[src/rtl/mul_seq_ctrl_pkg.sv]
// Shared types and helpers for the digit-serial multiply controller.
package mul_seq_pkg;

  typedef enum logic [1:0] {IDLE, MUL, DONE} state_e;

  localparam int unsigned DIG_W = 4;

  // Step walks a-digit i (outer) and b-digit j (inner); the partial product weight is 4*(i+j).
  function automatic int unsigned step_shift(input int unsigned step, input int unsigned ndig);
    return DIG_W * (step / ndig + step % ndig);
  endfunction

endpackage

[src/rtl/mul_seq_ctrl_if.sv]
// Operand and result valid/ready channels of the multiply controller.
interface mul_seq_ctrl_if #(parameter int unsigned OP_W = 8);

  logic              in_valid;
  logic              in_ready;
  logic [OP_W-1:0]   a;
  logic [OP_W-1:0]   b;
  logic              out_valid;
  logic              out_ready;
  logic [2*OP_W-1:0] p;

  modport master (output in_valid, a, b, out_ready, input in_ready, out_valid, p);
  modport slave  (input in_valid, a, b, out_ready, output in_ready, out_valid, p);

endinterface

[src/rtl/mul_seq_ctrl_four_bitarrmul.sv]
// Combinational 4x4 unsigned array multiplier: one AND row per multiplier bit.
module four_bitarrmul (
  input  logic [3:0] a_i,
  input  logic [3:0] b_i,
  output logic [7:0] p_o
);

  logic [3:0] b_sh;

  always_comb begin
    p_o  = '0;
    b_sh = '0;
    for (int unsigned r = 0; r < 4; r++) begin
      b_sh = b_i >> r;
      p_o  = p_o + ({4'b0000, a_i & {4{b_sh[0]}}} << r);
    end
  end

endmodule

[src/rtl/mul_seq_ctrl.sv]
// Multi-cycle OP_W x OP_W unsigned multiplier built around one shared 4x4 array,
// accumulating one shifted digit-pair partial product per cycle.
module mul_seq_ctrl
  import mul_seq_pkg::*;
#(
  parameter int unsigned OP_W = 8
) (
  input  logic          clk,
  input  logic          rst_n,
  mul_seq_ctrl_if.slave bus,
  output logic          busy
);

  localparam int unsigned NDIG   = OP_W / DIG_W;
  localparam int unsigned NSTEP  = NDIG * NDIG;
  localparam int unsigned STEP_W = $clog2(NSTEP);
  localparam int unsigned P_W    = 2 * OP_W;

  state_e                state_q, state_d;
  logic [STEP_W-1:0]     step_q, step_d;
  logic [P_W-1:0]        acc_q, acc_d;
  logic [OP_W-1:0]       a_q, a_d, b_q, b_d;
  logic [DIG_W-1:0]      a_dig, b_dig;
  logic [2*DIG_W-1:0]    pp;
  logic [P_W-1:0]        pp_shifted;
  int unsigned           dig_i, dig_j;

  // Digit mux via shift-and-truncate keeps the select width-agnostic for any NDIG.
  always_comb begin
    dig_i      = 32'(step_q) / NDIG;
    dig_j      = 32'(step_q) % NDIG;
    a_dig      = DIG_W'(a_q >> (DIG_W * dig_i));
    b_dig      = DIG_W'(b_q >> (DIG_W * dig_j));
    pp_shifted = P_W'(pp) << step_shift(32'(step_q), NDIG);
  end

  four_bitarrmul u_arrmul (
    .a_i (a_dig),
    .b_i (b_dig),
    .p_o (pp)
  );

  always_comb begin
    state_d = state_q;
    step_d  = step_q;
    acc_d   = acc_q;
    a_d     = a_q;
    b_d     = b_q;
    unique case (state_q)
      IDLE: begin
        if (bus.in_valid) begin
          a_d     = bus.a;
          b_d     = bus.b;
          acc_d   = '0;
          step_d  = '0;
          state_d = MUL;
        end
      end
      MUL: begin
        acc_d  = acc_q + pp_shifted;
        step_d = step_q + 1'b1;
        if (step_q == STEP_W'(NSTEP - 1)) state_d = DONE;
      end
      DONE: begin
        if (bus.out_ready) state_d = IDLE;
      end
      default: state_d = IDLE;
    endcase
  end

  always_ff @(posedge clk or negedge rst_n) begin
    if (!rst_n) begin
      state_q <= IDLE;
      step_q  <= '0;
      acc_q   <= '0;
      a_q     <= '0;
      b_q     <= '0;
    end else begin
      state_q <= state_d;
      step_q  <= step_d;
      acc_q   <= acc_d;
      a_q     <= a_d;
      b_q     <= b_d;
    end
  end

  assign bus.in_ready  = (state_q == IDLE);
  assign bus.out_valid = (state_q == DONE);
  assign bus.p         = acc_q;
  assign busy          = (state_q != IDLE);

endmodule

[src/flat_wrapper.sv]
// flat-port wrapper written by rule: the top's interface ports become plain ports
module mul_seq_ctrl_flat import mul_seq_pkg::*;
#(
  parameter int unsigned OP_W = 8
)
  (clk, rst_n, busy, bus_in_valid, bus_a, bus_b, bus_out_ready, bus_in_ready, bus_out_valid, bus_p);
  mul_seq_ctrl_if #(.OP_W(OP_W)) bus_i ();
  input  logic clk;
  input  logic rst_n;
  output logic busy;
  input wire logic [$bits(bus_i.in_valid)-1:0] bus_in_valid;
  input wire logic [$bits(bus_i.a)-1:0] bus_a;
  input wire logic [$bits(bus_i.b)-1:0] bus_b;
  input wire logic [$bits(bus_i.out_ready)-1:0] bus_out_ready;
  output wire logic [$bits(bus_i.in_ready)-1:0] bus_in_ready;
  output wire logic [$bits(bus_i.out_valid)-1:0] bus_out_valid;
  output wire logic [$bits(bus_i.p)-1:0] bus_p;
  assign bus_i.in_valid = bus_in_valid;
  assign bus_i.a = bus_a;
  assign bus_i.b = bus_b;
  assign bus_i.out_ready = bus_out_ready;
  assign bus_in_ready = bus_i.in_ready;
  assign bus_out_valid = bus_i.out_valid;
  assign bus_p = bus_i.p;
  mul_seq_ctrl #(.OP_W(OP_W)) u_core (.clk(clk), .rst_n(rst_n), .bus(bus_i), .busy(busy));
endmodule
[config.mk]
export PLATFORM = sky130hd
export DESIGN_NAME = mul_seq_ctrl_flat
export DESIGN_NICKNAME = d
export VERILOG_FILES = /design/src/rtl/mul_seq_ctrl_pkg.sv /design/src/rtl/mul_seq_ctrl_if.sv /design/src/rtl/mul_seq_ctrl_four_bitarrmul.sv /design/src/rtl/mul_seq_ctrl.sv /design/src/flat_wrapper.sv
export SDC_FILE = /design/constraint.sdc
export NUM_CORES = 1
export LEC_CHECK = 0
export CORE_UTILIZATION = 55
export DETAILED_ROUTE_END_ITERATION = 12
export GPL_TIMING_DRIVEN = 0
export HOLD_SLACK_MARGIN = 0.06
export PLACE_DENSITY = 0.8
export SLEW_MARGIN = 20
export SYNTH_ARGS = -nofsm -noshare
export SYNTH_HDL_FRONTEND = slang
export SYNTH_SLANG_ARGS = --single-unit
[constraint.sdc]
create_clock -name clk -period 7.75 [get_ports clk]
set_input_delay 1.55 -clock clk [delete_from_list [all_inputs] [get_ports clk]]
set_output_delay 1.55 -clock clk [all_outputs]
set_load 0.05 [all_outputs]
Fig. 1: run 1, routed metal, one colour a layer
Only two layers are drawn.
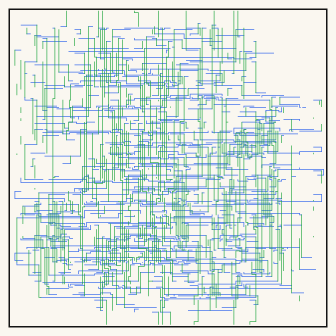
layer	colour	wire length
met2	green	2,860 µm
met1	blue	2,930 µm

Fig. 2: run 1, a small window of the routed layout
Region (0, 33) to (40, 73) µm. Cells in grey, sequential cells in the stronger grey; small squares are vias.
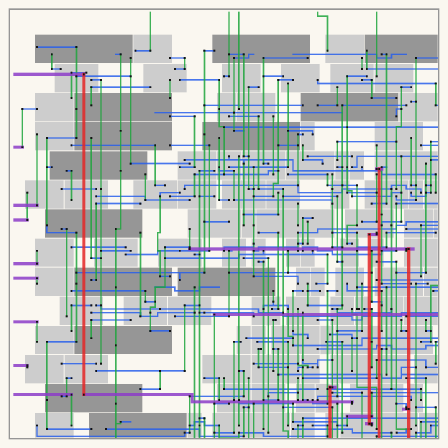
layer	colour
met4	red
met2	green
met1	blue
met3	purple
netlist names of flops here include	`u_core.b_q` (8), `u_core.a_q` (4)
most frequent	mux2_2 (14), dfrtp_1 (14), clkdlybuf4s50_1 (13)
cells with their middle in the window	105
sequential cells in the window	14

Fig. 3: run 1, nets reached from selected ports
The bar under the picture is 20 µm long.
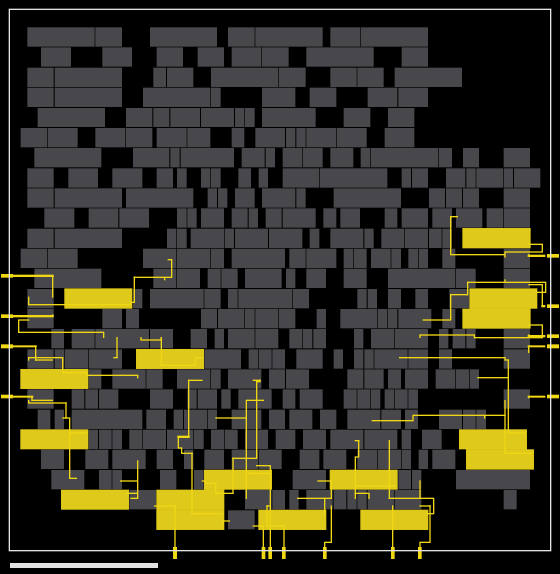
port	colour	bits	direction	end cells	buffers	wire
`bus_p`	yellow	16	output	16	16	455 µm
# port buffers: 38
I/O pins: 39

Fig. 4: run 1, clock wiring as the flow saved it
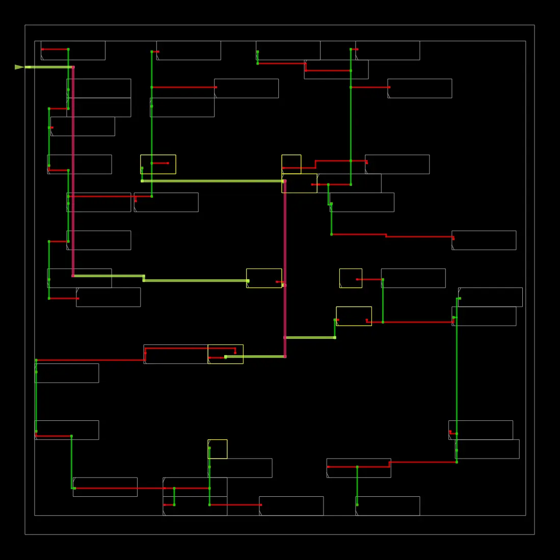
worst skew pair latency: 0.29 ns
number of CTS-inserted buffers: 5
Seq cells: 36

==> metrics.cfg, run 1 <==
[synthesis]
yosys.area.top_type=dfrtp_1
ys_types=46
ys.flop_type=dfrtp_1
syn-cell-area_um2=2774
yosysTopAreaCellShare_pct=32.48
synth_cells=292
top_cell=dfrtp_1
synth.area.mux_share_pct=12.13
yosysChipArea_um2=2774
ys_ff=36
yosys-top-cells-count=36 x dfrtp_1, 28 x nand2_1, 28 x nor2_1
ys_cells=292
edf_count=0
synth_nets=342
avgSynthCellArea_um2=9.500
fa_ha_area_share_pct=15.16

[routing]
finalWirelength_um=6133
vias_per_cell=5.655
via_count=2296
first_pass_iters=4

[global_routing]
grt_max_degree=20
antenna_found_initial=0
track_usage_pct=24.85

[placement]
dp.cells=398
place_ws_ns=2.021
placed_area_um2=3261
place.gp.congestion=0.9330

[sta]
rsz0062_at_grt=false
setup_viol=0
finalWorstPathRequiredPeriod_ns=5.846
whs_ns=0.5104
timing.final.ws_setup_ns=1.904
skew_ns=0.005460

[die]
die_y_um=73.02
chipArea_um2=5331

[cts]
clk_pin_slew_worst_paths_ns=0.08
htree_num_levels=2
postCtsHoldBufs=0
clkSinkCount=36

[critical_path]
crit_buf_inv=2
worstSetupPathType=reg -> reg
critical_path.top_delay_family=adder cells
crit_path_frequent_cell=nor2_1
path_depth=23
crit_arrival_ns=6.08
max_stage_delay_ns=0.55
end_kind=flip-flop
r2r_setup_slack_ns=1.90
cp_max_fo=6
crit_end=u_core.bus.p[15]
cp_slowest_cell=fa_1

[layout]
insertedDiodeCount=0
layout_top_cell=clkdlybuf4s50_1
nets=388
seqCellArea_um2=900.9
final_cells=406
fin_util_pct=70.07
num-fill-cells=370
final_cell_mix=37 x clkdlybuf4s50_1, 36 x dfrtp_1, 28 x nor2_1, 28 x nand2_1, 24 x ha_1

[run_status]
outcome=complete, no violations

[worst_hold_path]
min_to=u_core.a_q[0]
hp-class=reg -> reg

[job]
drv_cap=0

run 1: sequential cells by signal (all words and copies together), names as in the netlist:
register,cells
u_core.step_q,2
u_core.bus.p,16
u_core.b_q,8
u_core.state_q,2
u_core.a_q,8
run 1: area by class of cell:
type / count / share of cell area (%)
multi-input cells: 233 / 53.10
flip-flops and latches: 36 / 26.87
repair buffers: 39 / 12.01
well taps: 67 / 2.500
clock buffers: 5 / 2.052
plain buffers: 11 / 1.418
inverters: 12 / 1.343
clock inverters: 3 / 0.7090
run 1: per-layer routing:
metal | track usage [%] | wire (µm)
met4 | 7.407 | 110
met3 | 4.144 | 235
met2 | 40.53 | 2858
met1 | 33.83 | 2929
met5 | 0 | 0
## Run 2: what changed since run 1
Settings changed: CORE_UTILIZATION 55 to 50, PLACE_DENSITY 0.8 to 0.77.
Clock period 7.75 ns to 4.8 ns, I/O delays scaled along.
Fig. 5: run 2, where the registers sit
The bar under the picture is 20 µm long. Other sequential cells in the stronger grey, the rest of the logic in the fainter grey.
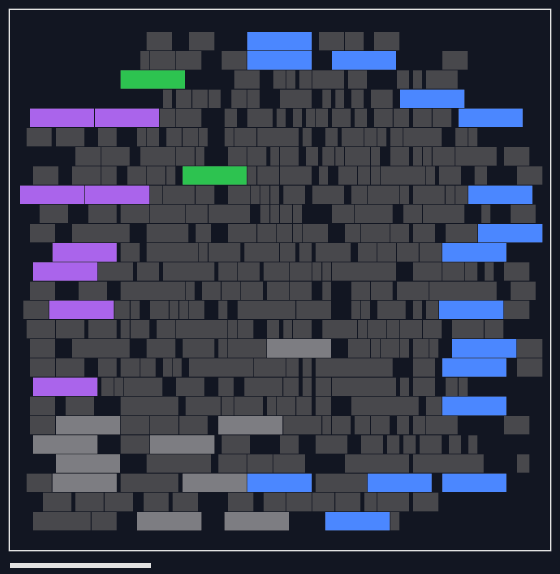
netlist name	colour	placed flops
`u_core.bus.p`	blue	16
`u_core.a_q`	purple	8
`u_core.state_q`	green	2
not coloured	10
Flop area: 900.9 µm²
Core Util, Final: 73.98%

Fig. 6: run 2, nets reached from selected ports
The bar under the picture is 20 µm long.
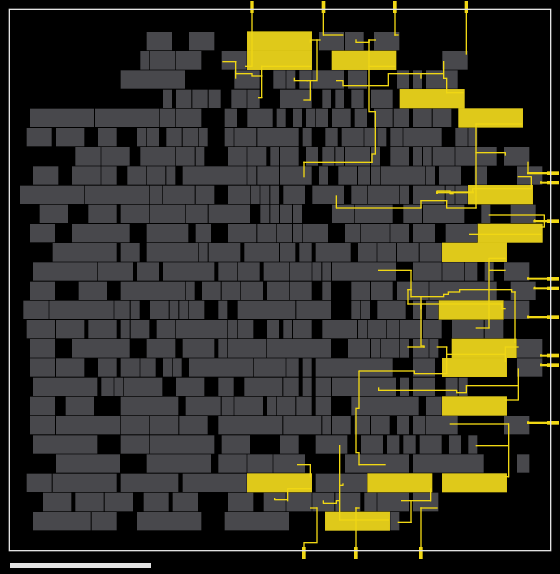
port	colour	bits	direction	end cells	buffers	wire
`bus_p`	yellow	16	output	16	16	464 µm

==> run 2 against run 1 <==
Against the previous run: the run now ends with setup timing left; sequential share of layout area fell by 3.6 points; highest routed layer unchanged; via count rose by 9.4%; cell count rose by 6.7%; critical path depth fell by 2; maximum frequency rose by 18%.
==> metrics.cfg, run 2 <==
[routing]
vias_per_cell=5.801
first_pass_iters=4
wl_met3_um=337
drt-met1-wl_um=3039
routed-wl-met2_um=4023
finalWirelength_um=7571

[run_status]
outcome=finished, violations left
violations=setup timing

[global_routing]
grt.met2_usage_pct=43.87
grt.busiest_layer=met2
grt_max_degree=23
grt_use_met1_pct=27.74

[synthesis]
top_cell=dfrtp_1
edf_count=0
yosys-top-cells-count=36 x dfrtp_1, 28 x nand2_1, 28 x nor2_1
yosysChipArea_um2=2774
synth_nets=342
syn-cell-area_um2=2774
ys_types=46
yosysTopAreaCellShare_pct=32.48

[sta]
setup_viol=5
whs_ns=0.5128
timing.final.ws_setup_ns=-0.1589

[critical_path]
worstSetupPathType=reg -> reg
critical_path.top_delay_family=adder cells
crit_arrival_ns=5.16
cp_slowest_cell=fa_1
cp_max_fo=7

[die]
io_pins=39

[cts]
postCtsHoldBufs=0
htree_num_levels=2
clk_pin_slew_worst_paths_ns=0.09
insertion_delay_ns=0.30

[layout]
final_cell_mix=37 x clkdlybuf4s50_1, 36 x dfrtp_1, 28 x nand2_1, 24 x nor2_1, 21 x mux2_2
num-fill-cells=369

[worst_hold_path]
min_to=u_core.b_q[2]

run 2: cell counts after synthesis:
Identical to the previous run, type by type.
run 2: cells by family after synthesis:
kind of cell | share of synthesized area [%]
AND-OR/OR-AND | 16.06
XOR/XNOR | 5.052
adder cells (fa/ha/maj) | 15.16
buffers and inverters | 3.338
flip-flops | 32.48
multiplexers | 12.13
AND/OR/NAND/NOR | 15.79
run 2: cell type report:
cell class	count	area, µm²	share of cell area [%]
multi-input combinational	233	2062	53.21
sequential	36	900.9	23.25
timing repair buffer	63	598.1	15.43
tap	70	87.58	2.260
buffer	11	70.07	1.808
clock buffer	5	68.82	1.776
inverter	12	45.04	1.162
clock inverter	3	42.54	1.098
